## src/rtl/inst_aligner.sv

```systemverilog
// Instruction aligner: buffers word-aligned fetch beats as halfwords and presents
// one 16-bit compressed or 32-bit (possibly straddling) instruction per handshake.
module inst_aligner #(
   parameter int XLEN = 32
) (
   input  logic            clock,
   input  logic            reset_n,
   input  logic            flush_i,
   input  logic [XLEN-1:0] flush_pc,
   input  logic            fetch_valid,
   output logic            fetch_ready,
   input  logic [XLEN-1:0] fetch_pc,
   input  logic [31:0]     fetch_data,
   output logic            out_valid,
   input  logic            out_ready,
   output logic [XLEN-1:0] out_pc,
   output logic [31:0]     out_inst,
   output logic            out_is_rvc
);

   logic [15:0]     r_hq [4];
   logic [2:0]      r_count;
   logic [XLEN-1:0] r_head_pc;
   logic            r_drop_low;

   logic            w_is16;
   logic            w_accept_in;
   logic            w_accept_out;
   logic [1:0]      w_deq;
   logic [2:0]      w_base;
   logic [2:0]      w_count_next;
   logic [15:0]     w_hq_next [4];
   logic [XLEN-1:0] w_head_pc_next;

   assign w_is16       = (r_hq[0][1:0] != 2'b11);
   assign fetch_ready  = (r_count <= 3'd2);
   assign out_valid    = !flush_i && ((r_count >= 3'd1 && w_is16) || (r_count >= 3'd2 && !w_is16));
   assign out_is_rvc   = out_valid && w_is16;
   assign out_inst     = w_is16 ? {16'h0000, r_hq[0]} : {r_hq[1], r_hq[0]};
   assign out_pc       = r_head_pc;
   assign w_accept_in  = fetch_valid && fetch_ready && !flush_i;
   assign w_accept_out = out_valid && out_ready;
   assign w_deq        = !w_accept_out ? 2'd0 : (w_is16 ? 2'd1 : 2'd2);
   // New halfwords land right behind whatever survives this cycle's dequeue.
   assign w_base       = r_count - {1'b0, w_deq};
   assign w_count_next = w_base + (w_accept_in ? (r_drop_low ? 3'd1 : 3'd2) : 3'd0);

   always_comb begin
      w_hq_next = r_hq;
      if (w_deq == 2'd1) begin
         w_hq_next[0] = r_hq[1];
         w_hq_next[1] = r_hq[2];
         w_hq_next[2] = r_hq[3];
      end else if (w_deq == 2'd2) begin
         w_hq_next[0] = r_hq[2];
         w_hq_next[1] = r_hq[3];
      end
      if (w_accept_in) begin
         for (int i = 0; i < 4; i++) begin
            if (r_drop_low) begin
               if (3'(i) == w_base) w_hq_next[i] = fetch_data[31:16];
            end else begin
               if (3'(i) == w_base) w_hq_next[i] = fetch_data[15:0];
               else if (3'(i) == w_base + 3'd1) w_hq_next[i] = fetch_data[31:16];
            end
         end
      end
   end

   always_comb begin
      w_head_pc_next = r_head_pc;
      if (w_accept_in && r_count == 3'd0)
         w_head_pc_next = fetch_pc + (r_drop_low ? XLEN'(2) : XLEN'(0));
      else if (w_accept_out)
         w_head_pc_next = r_head_pc + XLEN'({w_deq, 1'b0});
   end

   always_ff @(posedge clock or negedge reset_n) begin
      if (!reset_n) begin
         for (int i = 0; i < 4; i++) r_hq[i] <= 16'h0000;
         r_count    <= 3'd0;
         r_head_pc  <= '0;
         r_drop_low <= 1'b0;
      end else if (flush_i) begin
         r_count    <= 3'd0;
         r_head_pc  <= flush_pc;
         r_drop_low <= flush_pc[1];
      end else begin
         r_hq      <= w_hq_next;
         r_count   <= w_count_next;
         r_head_pc <= w_head_pc_next;
         if (w_accept_in) r_drop_low <= 1'b0;
      end
   end

endmodule

```

## config.mk

```make
export PLATFORM = sky130hd
export DESIGN_NAME = inst_aligner
export DESIGN_NICKNAME = d
export VERILOG_FILES = /design/src/rtl/inst_aligner.sv
export SDC_FILE = /design/constraint.sdc
export NUM_CORES = 1
export LEC_CHECK = 0
export ABC_AREA = 1
export CORE_UTILIZATION = 55
export CTS_BUF_LIST = sky130_fd_sc_hd__clkbuf_4 sky130_fd_sc_hd__clkbuf_8
export DETAILED_ROUTE_END_ITERATION = 10
export PLACE_DENSITY = 0.88
export RECOVER_POWER = 50
export SYNTH_ARGS = -nofsm -noshare
export SYNTH_HDL_FRONTEND = slang
export SYNTH_SLANG_ARGS = --single-unit
```

## constraint.sdc

```tcl
create_clock -name clock -period 3.8 [get_ports clock]
set_input_delay 0.38 -clock clock [delete_from_list [all_inputs] [get_ports clock]]
set_output_delay 0.38 -clock clock [all_outputs]
set_load 0.01 [all_outputs]
```

Figure 1. Met1 routing (run 1).
Cells faint in the background.
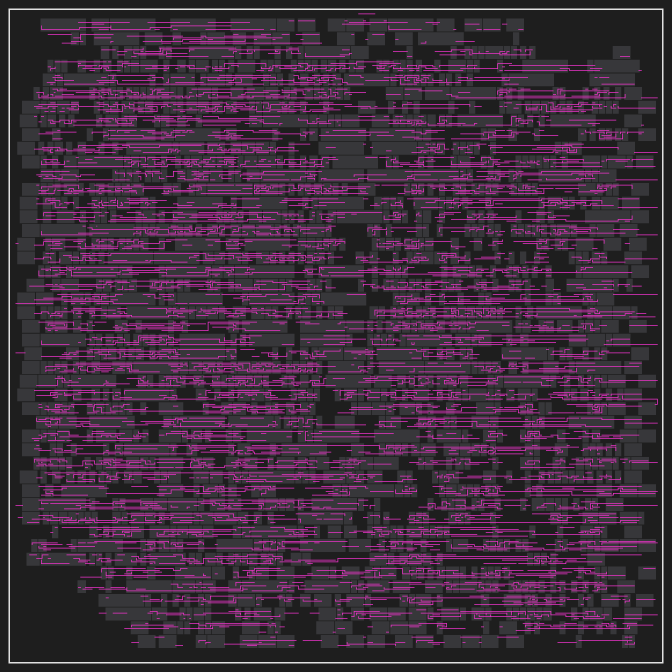
longest straight run: 35.0 um
main direction: horizontal
routed via count: 10435
total routed wirelength: 29.8 mm
met1 Use GR: 0.469

Figure 2. The metal 2 layer (run 1).
Bar = 50 um.
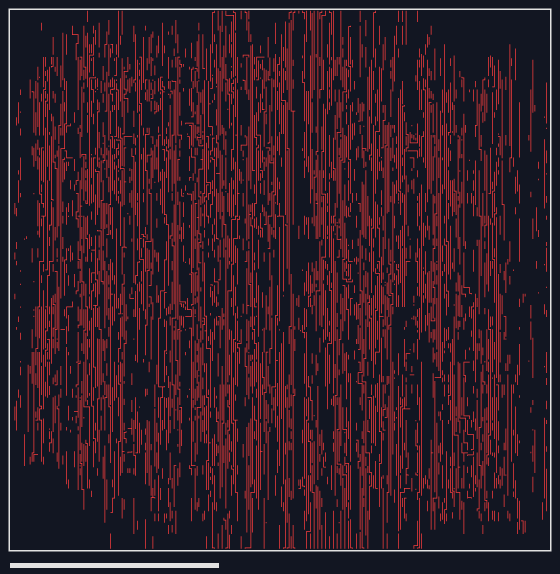
longest straight run: 63.9 um
main direction: vertical

Figure 3. Met3 routing (run 1).
Bar = 50 um.
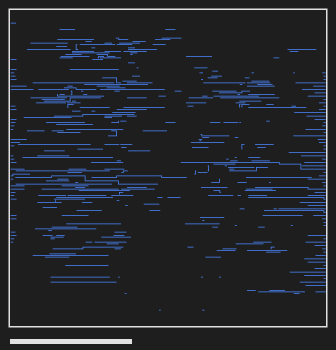
nets with wire on the layer: 255
longest straight run: 40.3 um
main direction: horizontal
met3 Use GR: 0.0549

Figure 4. The metal 4 layer (run 1).
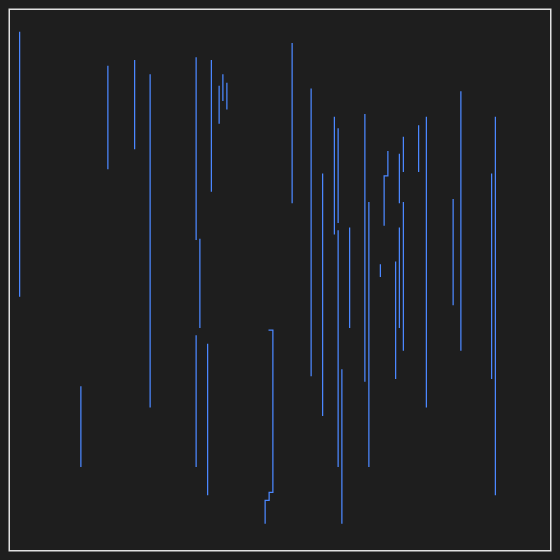
main direction: vertical
nets with wire on the layer: 34
wire length on this layer: 1330 um
share of all routed wire: 4.5%
longest straight run: 90.4 um

==> impl_metrics.env, run 1 <==
# flow metrics
export IMPL_warning_count=26
export IMPL_hold_depth=2
export IMPL_rsz0062_at_grt="no"
export IMPL_required_ns=4.08
export IMPL_place_congestion=0.957
export IMPL_r2r_cells=16
export IMPL_outcome="finished, violations left"
export IMPL_grt_start_max_net_pins=66
export IMPL_synth_xor_area_share=0.0185
export IMPL_ys_cells=1498
export IMPL_violations="capacitance limit, slew limit"
export IMPL_cp_max_fo=13
export IMPL_fin_crit_ns=3.35
export IMPL_hold_path_end="out_pc[0]"
export IMPL_cts_made_buffers=9
export IMPL_n_antenna_cell=0
export IMPL_avgSynthCellArea_um2=5.97
export IMPL_tightest_slew_ns=2.29
export IMPL_top_cells_by_count="511 x nand2_1, 287 x nor2_1, 116 x inv_1"
export IMPL_die_x_um=129
export IMPL_dp_cells=1826
export IMPL_finalClockPeriodUsage=0.881
export IMPL_r2r_slack_ns=0.45
export IMPL_wire_per_inst_um=16.2
export IMPL_cts_tree="done"
export IMPL_ff_type="dfrtp_1"
export IMPL_htreeDepth=3
export IMPL_fillers=1460
export IMPL_ctsLongestPathBuffers=2
export IMPL_worst_setup_path_end_kind="flip-flop"
export IMPL_cts_resized=0
export IMPL_critPathLaunchType="flip-flop"
export IMPL_viasPerCell=5.67
export IMPL_worstReg2RegEnd="r_hq[48]"
export IMPL_io_buffers=167
export IMPL_crit_type="reg2reg"
export IMPL_antenna_found_initial=0
export IMPL_skew_ns=0.0160
export IMPL_synthCells=1498
export IMPL_hp_start="out_pc[0]"
export IMPL_drt_iter0_drc=1235
export IMPL_synth_top_cell_by_count="nand2_1"
export IMPL_slew_headroom=-0.528
export IMPL_tns_ns=0
export IMPL_drive_above_1_share=0.0504
export IMPL_r2r_start="r_hq[48]"
export IMPL_chipArea_mm2=0.0168
export IMPL_mux_area_frac=0
export IMPL_grtUsageTotal=0.364
export IMPL_top_area_frac=0.280
export IMPL_aoi_share=0.151
export IMPL_cap_violations=1
export IMPL_clk_pin_slew_ns=0.08
export IMPL_synthArstFlopShare=1.00
export IMPL_postCtsHoldBufs=1
export IMPL_hold_class="reg2reg"
export IMPL_dr_pass1_iters=8
export IMPL_die_h_um=129
export IMPL_core_area_mm2=0.0159
export IMPL_area_growth_pct=21.2
export IMPL_ant_nets=0
export IMPL_num_rows=46
export IMPL_grt_pass1_vias=9479
export IMPL_ys_seq_share=0.280
export IMPL_post_synth_num_cell_types=41
export IMPL_p_per_area_mw_per_mm2=625
export IMPL_finalPower_uw=6760
export IMPL_syn_area_mm2=0.00894
export IMPL_top_logic_kind="simple AND/OR/NAND/NOR gates"
export IMPL_vdd_ir_drop_max_mv=0.382
export IMPL_p_leak_uw=0.00504
export IMPL_clkLatencyLatePin_ns=0.39
export IMPL_simple_gate_share=0.433
export IMPL_post_cts_buffers=0
export IMPL_grt_remaining_overflow=0
export IMPL_hold_viol=0
export IMPL_top_area_cell="dfrtp_1"
export IMPL_nNetsFinal=1733
export IMPL_ys_sh_adder=0.0165
export IMPL_drv_slew=39
export IMPL_fp_util=0.563
export IMPL_topCellsByArea="dfrtp_1 28%, nand2_1 21%, nor2_1 12%, nand3_1 5.3%, inv_1 4.9%"
export IMPL_synth_seq_cells=100
export IMPL_fmaxAchievable_mhz=299
export IMPL_edf_count=0
export IMPL_critPathArrivalTime_ns=3.62
[run 1: worst max-delay path by stage]
stage | startpoint | endpoint | slack (ns) | cells after the start
after floorplan | r_hq[48] | r_hq[37] | 0.20 | 18
after global placement | flush_i | r_hq[48] | 0.37 | 18
after detailed placement | flush_i | r_hq[48] | 0.25 | 18
after CTS | r_hq[48] | r_hq[48] | 0.45 | 16
after global routing | r_hq[48] | r_hq[55] | 0.18 | 17
final | r_hq[48] | r_hq[48] | 0.45 | 16
[run 1: state kept, by name (all words and copies together) (netlist names)]
signal / flops
r_drop_low: 1
out_pc: 32
r_hq: 64
r_count: 3
[run 1: area by class of cell]
cell class	instances	share of cell area
clock inverters	4	0.00220
repair buffers	195	0.174
flip-flops and latches	100	0.231
multi-input cells	1194	0.511
well taps	216	0.0250
clock buffers	11	0.0140
inverters	122	0.0423
[run 1: power breakdown]
part | total [uW] | internal, uW | switching (uW) | leakage (uW)
Sequential | 2080 | 1540 | 538 | 0.00115
Clock | 675 | 270 | 404 | 0.0000954
Combinational | 4010 | 1650 | 2370 | 0.00380
Total | 6760 | 3450 | 3310 | 0.00504
[run 1: metrics by stage]
stage / area, um^2 / util / worst slack [ns] / hold slack (ns)
finish: 10800 / 0.682 / 0.451 / 0.485
global route: 10800 / 0.682 / 0.181 / 0.519
CTS: 10800 / 0.682 / 0.453 / 0.495
detailed placement: 10700 / 0.671 / 0.251 / 0.403
global placement: 10700 / 0.671 / 0.367 / 0.396
floorplan: 8940 / - / 0.198 / 0.0844
[run 1: worst max-delay path: stages, from the launching register on]
cell     delay (ns)
dfrtp_1        0.45
nand2_2        0.17
buf_4          0.24
inv_2          0.09
nor2_2         0.13
ha_1           0.15
inv_1          0.04
fa_1           0.41
xor2_2         0.35
ha_1           0.34
nand2_1        0.12
o21ai_2        0.07
a21oi_2        0.17
buf_4          0.22
nand3_1        0.08
o21ai_0        0.16
inv_1          0.05
[run 1: placed cells by master, fill, tap and decap left out, types with 2 or more instances in the layout]
cell type / n
a22oi_1: 16
nand2_1: 512
fa_1: 3
or2_2: 3
a21oi_1: 30
o21ai_1: 15
nand2_2: 5
o21ai_2: 2
xor2_1: 11
nand4_1: 5
nand3b_1: 18
clkinv_2: 3
o211ai_1: 19
nor2_4: 2
clkbuf_2: 2
nand3_1: 95
buf_4: 24
inv_2: 5
o22ai_1: 31
inv_1: 116
xnor2_1: 6
ha_1: 7
dfrtp_1: 100
clkdlybuf4s50_1: 134
o21a_1: 15
nand3_2: 12
o31ai_1: 14
a21oi_2: 3
nor2_2: 3
o21ai_0: 72
clkbuf_8: 11
dlygate4sd3_1: 33
nor2_1: 286
[run 1: layer usage]
metal  track usage  vias up  routed length (um)
met1         0.469     4741               12100
met5             0        -                   0
met2         0.592      573               13600
met4         0.190        0                1330
li1              -     5038                   -
met3        0.0549       83                2720
[run 1: cell families (layout without fill, tap and decap cells)]
kind of cell | count (synthesis) | in the layout
buffers and inverters | 204 | 332
XOR/XNOR | 18 | 18
flip-flops | 100 | 100
AND-OR/OR-AND | 222 | 222
AND/OR/NAND/NOR | 944 | 944
adder cells (fa/ha/maj) | 10 | 10
==> run 1 -> run 2 <==
- SKIP_LAST_GASP: not set -> 1
Figure 5. Met1 routing (run 2).
Cells faint in the background.
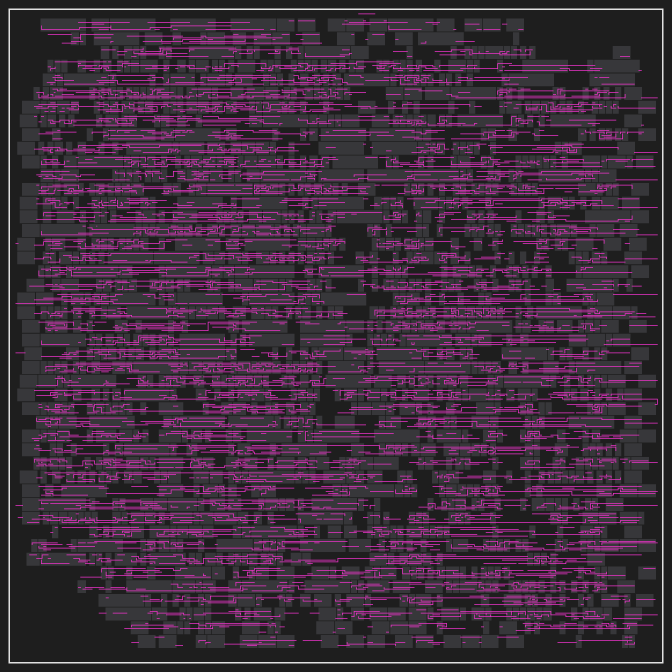
main direction: horizontal
longest straight run: 35.0 um
share of all routed wire: 41%

Figure 6. The clock network (run 2).
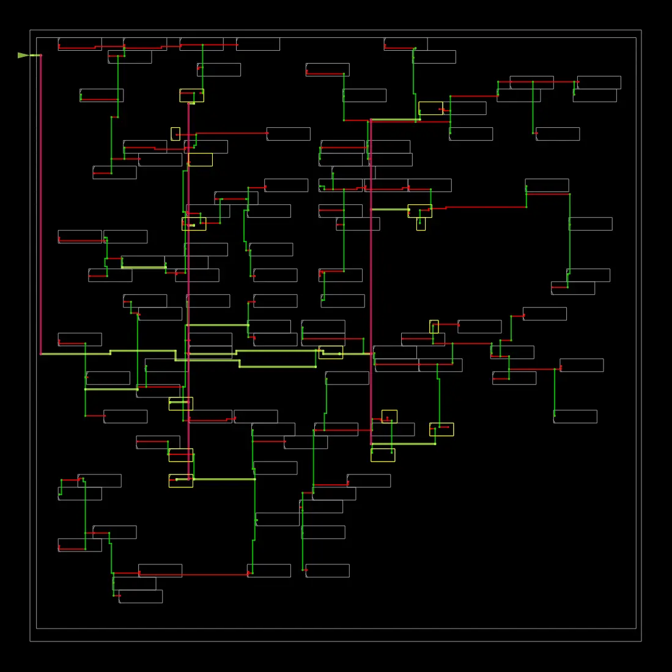
worst clock skew: 0.0160 ns
flip-flops: 100
CTS sink cnt: 100
worst skew pair latency: 0.39 ns
CTS Buf Count: 9

==> run 2 against run 1 <==
  * Cell count did not move
  * Die area did not move
  * First-iteration DRC count did not move
  * Total power did not move
  * Utilization did not move
  * Count of clock-buffer cells in the layout did not move
  * The run still ends with capacitance limit, slew limit left
  * Critical path type unchanged
  * Wire length did not move
  * Sequential share of layout area did not move
  * Synthesized cell count did not move
  * Register-to-register slack barely moved
  * Global-route usage did not move
  * Highest routed layer unchanged
==> impl_metrics.env, run 2 <==
# flow metrics
export IMPL_switching_share=0.489
export IMPL_top_area_frac=0.280
export IMPL_fin_crit_ns=3.35
export IMPL_clk_pin_slew_ns=0.08
export IMPL_ant_nets=0
export IMPL_warning_count=26
export IMPL_synthCells=1498
export IMPL_crit_chain="nand2_2, buf_4, inv_2, nor2_2, ha_1, inv_1, fa_1, xor2_2, ha_1, nand2_1, o21ai_2, a21oi_2, buf_4, nand3_1, o21ai_0, inv_1"
export IMPL_top_register="r_hq"
export IMPL_p_per_area_mw_per_mm2=625
export IMPL_cts_tree="done"
export IMPL_grt_remaining_overflow=0
export IMPL_tightest_slew_ns=2.29
export IMPL_layout_top_cell="nand2_1"
export IMPL_grt_use_met3=0.0549
export IMPL_core_area_mm2=0.0159
export IMPL_gr_usage_met1=0.469
export IMPL_place_congestion=0.957
export IMPL_outcome="finished, violations left"
export IMPL_viasPerCell=5.67
export IMPL_finalClockPeriodUsage=0.881
export IMPL_ff_type="dfrtp_1"
export IMPL_crit_type="reg2reg"
export IMPL_p_leak_uw=0.00504
export IMPL_p_int_uw=3450
export IMPL_finalPower_uw=6760
export IMPL_syn_area_mm2=0.00894
export IMPL_wl_mm=29.8
export IMPL_violations="capacitance limit, slew limit"
export IMPL_tns_ns=0
export IMPL_critPathLaunchType="flip-flop"
export IMPL_fp_util=0.563
export IMPL_post_synth_num_cell_types=41
export IMPL_htreeDepth=3
export IMPL_cap_violations=1
export IMPL_comb_power_share=0.593
export IMPL_die_h_um=129
export IMPL_ys_seq_share=0.280
export IMPL_synth_top_cell_by_count="nand2_1"
export IMPL_num_rows=46
export IMPL_post_cts_buffers=0
export IMPL_dr_pass1_iters=8
export IMPL_vias=10435
export IMPL_met2_usage=0.592
export IMPL_hold_viol=0
export IMPL_grt_start_max_net_pins=66
export IMPL_die_x_um=129
export IMPL_ctsLongestPathBuffers=2
export IMPL_drv_slew=39
export IMPL_grt_pass1_vias=9479
export IMPL_grtUsageTotal=0.364
export IMPL_synth_seq_cells=100
export IMPL_avgSynthCellArea_um2=5.97
export IMPL_cp_slowest_cell="dfrtp_1"
export IMPL_dp_cells=1826
export IMPL_ys_cells=1498
export IMPL_path_delay_family="adder cells"
export IMPL_antenna_found_initial=0
export IMPL_rsz0062_at_grt="no"
export IMPL_largest_register_ffs=64
run 2: cell counts after synthesis:
No cell type changed its count.
run 2: final cells by class:
class / count / area, um^2 / share of cell area
Inverter: 122 / 458 / 0.0423
Tap cell: 216 / 270 / 0.0250
Sequential cell: 100 / 2500 / 0.231
Timing Repair Buffer: 195 / 1890 / 0.174
Clock buffer: 11 / 151 / 0.0140
Clock inverter: 4 / 23.8 / 0.00220
Multi-Input combinational cell: 1194 / 5540 / 0.511
run 2: worst reg2reg max path, cell delays in order (launching register included):
cell and delay [ns]:
dfrtp_1 0.45, nand2_2 0.17, buf_4 0.24, inv_2 0.09
nor2_2 0.13, ha_1 0.15, inv_1 0.04, fa_1 0.41
xor2_2 0.35, ha_1 0.34, nand2_1 0.12, o21ai_2 0.07
a21oi_2 0.17, buf_4 0.22, nand3_1 0.08, o21ai_0 0.16
inv_1 0.05
run 2: power groups by stage:
stage | sequential (uW) | combinational [uW] | clock (uW)
after floorplan | 1960 | 2600 | 0
after global placement | 2070 | 3910 | 0
after detailed placement | 2080 | 4000 | 0
after CTS | 2050 | 4020 | 675
after global routing | 2130 | 4440 | 723
final | 2080 | 4010 | 675
run 2: path summary, 6_finish.rpt:
check	startpoint	end	slack (ns)
worst min-delay path	out_pc[0]	out_pc[0]	0.48
worst max register to register	r_hq[48]	r_hq[48]	0.45
min in group asynchronous	reset_n	out_pc[31]	1.21
worst min register to register	out_pc[0]	out_pc[0]	0.48
max in group asynchronous	reset_n	r_hq[41]	0.73
worst max-delay path	r_hq[48]	r_hq[48]	0.45
run 2: kinds of logic (layout without fill, tap and decap cells):
group,count (synthesis),count (layout),share of synthesized area
XOR/XNOR,18,18,0.0185
AND/OR/NAND/NOR,944,944,0.433
flip-flops,100,100,0.280
buffers and inverters,204,332,0.101
adder cells (fa/ha/maj),10,10,0.0165
AND-OR/OR-AND,222,222,0.151
run 2: per-layer routing:
layer | part of all wire | vias up
met5 | 0 | -
met4 | 0.045 | 0
met3 | 0.091 | 83
met2 | 0.46 | 573
met1 | 0.41 | 4741
li1 | - | 5038
run 2: repair_timing:
item,CTS,global route
gates resized,0,0
endpoints found under the setup margin,0,0
hold buffers,1,0
hold endpoints to repair,36,0
run 2: through the flow:
stage / util / hold slack [ns] / area, um^2 / setup slack (ns)
final: 0.682 / 0.485 / 10800 / 0.451
after global routing: 0.682 / 0.519 / 10800 / 0.181
after CTS: 0.682 / 0.495 / 10800 / 0.453
after detailed placement: 0.671 / 0.403 / 10700 / 0.251
after global placement: 0.671 / 0.396 / 10700 / 0.367
after floorplan: - / 0.0844 / 8940 / 0.198
Figure 7. The metal 4 layer (run 2).
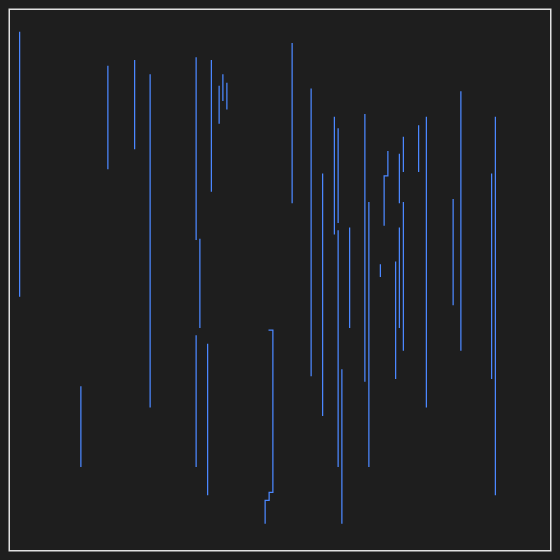

==> run 2 -> run 3 <==
- CORE_UTILIZATION: 55 -> 54
- CTS_BUF_LIST: sky130_fd_sc_hd__clkbuf_4 sky130_fd_sc_hd__clkbuf_8 -> not set
- PLACE_DENSITY: 0.88 -> 0.86
Figure 8. The metal 4 layer (run 3).
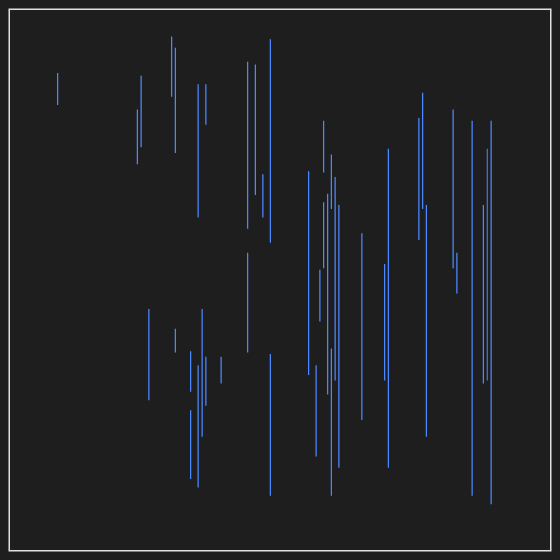
wire length on this layer: 1350 um
main direction: vertical

Figure 9. The metal 2 layer (run 3).
Bar = 50 um.
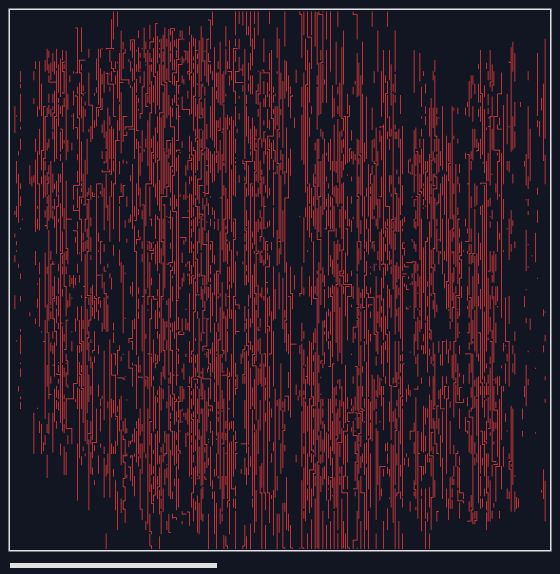
nets with wire on the layer: 1369
wire length on this layer: 13500 um
main direction: vertical

==> run 3 against run 2 <==
  * The flow still finishes with violations (capacitance limit, slew limit)
  * Largest power group unchanged
  * Synthesized cell count stayed put
  * Non-clock buffer count is 3 lower
  * Count of clock-buffer cells in the layout is 1 lower
  * Area after synthesis stayed put
  * Total power is 4.0% higher
  * Wire length is 0.60% lower
  * Clock power is 41% higher
  * Combinational power hardly changed
  * Largest cell class unchanged
  * Worst hold slack worse by 0.077 ns
  * Worst setup slack better by 0.0052 ns
  * Clock skew is 0.011 ns lower
  * Maximum frequency is 0.15% higher
==> impl_metrics.env, run 3 <==
# flow metrics
export IMPL_post_cts_buffers=0
export IMPL_cts_made_buffers=9
export IMPL_fp_util=0.558
export IMPL_synthCells=1498
export IMPL_grt_start_max_net_pins=73
export IMPL_largest_register_ffs=64
export IMPL_warning_count=26
export IMPL_regArea_mm2=0.00250
export IMPL_violations="capacitance limit, slew limit"
export IMPL_synth_seq_cells=100
export IMPL_top_area_frac=0.280
export IMPL_antenna_found_initial=0
export IMPL_ctsLongestPathBuffers=2
export IMPL_clock_sinks=100
export IMPL_cts_resized=0
export IMPL_fin_crit_ns=3.34
export IMPL_top_register="r_hq"
export IMPL_r2r_slack_ns=0.46
export IMPL_p_per_area_mw_per_mm2=645
export IMPL_synth_top_cell_by_count="nand2_1"
export IMPL_place_congestion=0.923
export IMPL_dpl_cell_area_mm2=0.0106
export IMPL_viasPerCell=5.70
export IMPL_r2r_start="r_count[2]"
export IMPL_cap_violations=1
export IMPL_drv_slew=64
export IMPL_core_area_mm2=0.0160
export IMPL_grt_pass1_vias=9445
export IMPL_tightest_slew_ns=1.67
export IMPL_ys_cells=1498
export IMPL_ff_type="dfrtp_1"
export IMPL_layout_top_cell="nand2_1"
export IMPL_dr_pass1_iters=6
export IMPL_outcome="finished, violations left"
export IMPL_worstReg2RegEnd="r_hq[35]"
export IMPL_grtUsageTotal=0.350
export IMPL_skew_ns=0.00540
export IMPL_p_leak_uw=0.00506
export IMPL_finalClockPeriodUsage=0.880
export IMPL_num_rows=46
export IMPL_cp_slowest_cell="fa_1"
export IMPL_cts_tree="done"
export IMPL_pre_cts_slack_ns=0.246
==> run 3: netlist changes by cell type in the layout (fill, tap and decap cells not counted), sizes merged <==
cell and change:
clkinvlp +2, bufinv +1, inv -1, dlygate4sd3 -1
clkbuf -1, buf -2
==> run 3: cell type report <==
cell class | instances | area share
clock buffers | 10 | 0.0210
inverters | 122 | 0.0421
multi-input cells | 1194 | 0.508
clock inverters | 6 | 0.00585
flip-flops and latches | 100 | 0.229
well taps | 216 | 0.0248
repair buffers | 192 | 0.169
==> run 3: worst max path at each step <==
stage                     from        to  cells after the start
global placement       flush_i  r_hq[34]                     18
finish              r_count[2]  r_hq[35]                     18
global route        r_count[2]  r_hq[35]                     18
floorplan             r_hq[48]  r_hq[37]                     18
CTS                 r_count[2]  r_hq[35]                     18
detailed placement     flush_i  r_hq[35]                     18
==> run 3: per-layer routing <==
layer	vias to the layer above	GRT usage	part of all wire
li1	5019	-	-
met1	4760	0.461	0.41
met2	614	0.570	0.45
met3	94	0.0456	0.093
met4	0	0.170	0.046
met5	-	0	0
==> run 3: logic make-up (layout without fill, tap and decap cells) <==
group | count (synthesis) | after routing | share of synthesized area
and+or+nand+nor | 944 | 944 | 0.433
AOI/OAI and AO/OA | 222 | 222 | 0.151
buffers and inverters | 204 | 330 | 0.101
DFF | 100 | 100 | 0.280
xor gates and xnor gates | 18 | 18 | 0.0185
adders and majority gates | 10 | 10 | 0.0165
==> run 3: metrics by stage <==
step	hold WS (ns)	total power, uW	util	cells
after global routing	0.521	7510	0.682	1840
final	0.408	7030	0.682	1840
after CTS	0.147	7000	0.683	1840
after floorplan	0.0844	4560	-	1498
after global placement	0.465	5900	0.664	1824
after detailed placement	0.491	6040	0.664	1824
==> run 3: report_power, final <==
part	switching [uW]	leakage [uW]	internal [uW]
Combinational	2380	0.00377	1620
Sequential	538	0.00115	1540
Clock	440	0.000139	512
Power is estimated from default activity; no workload was simulated.
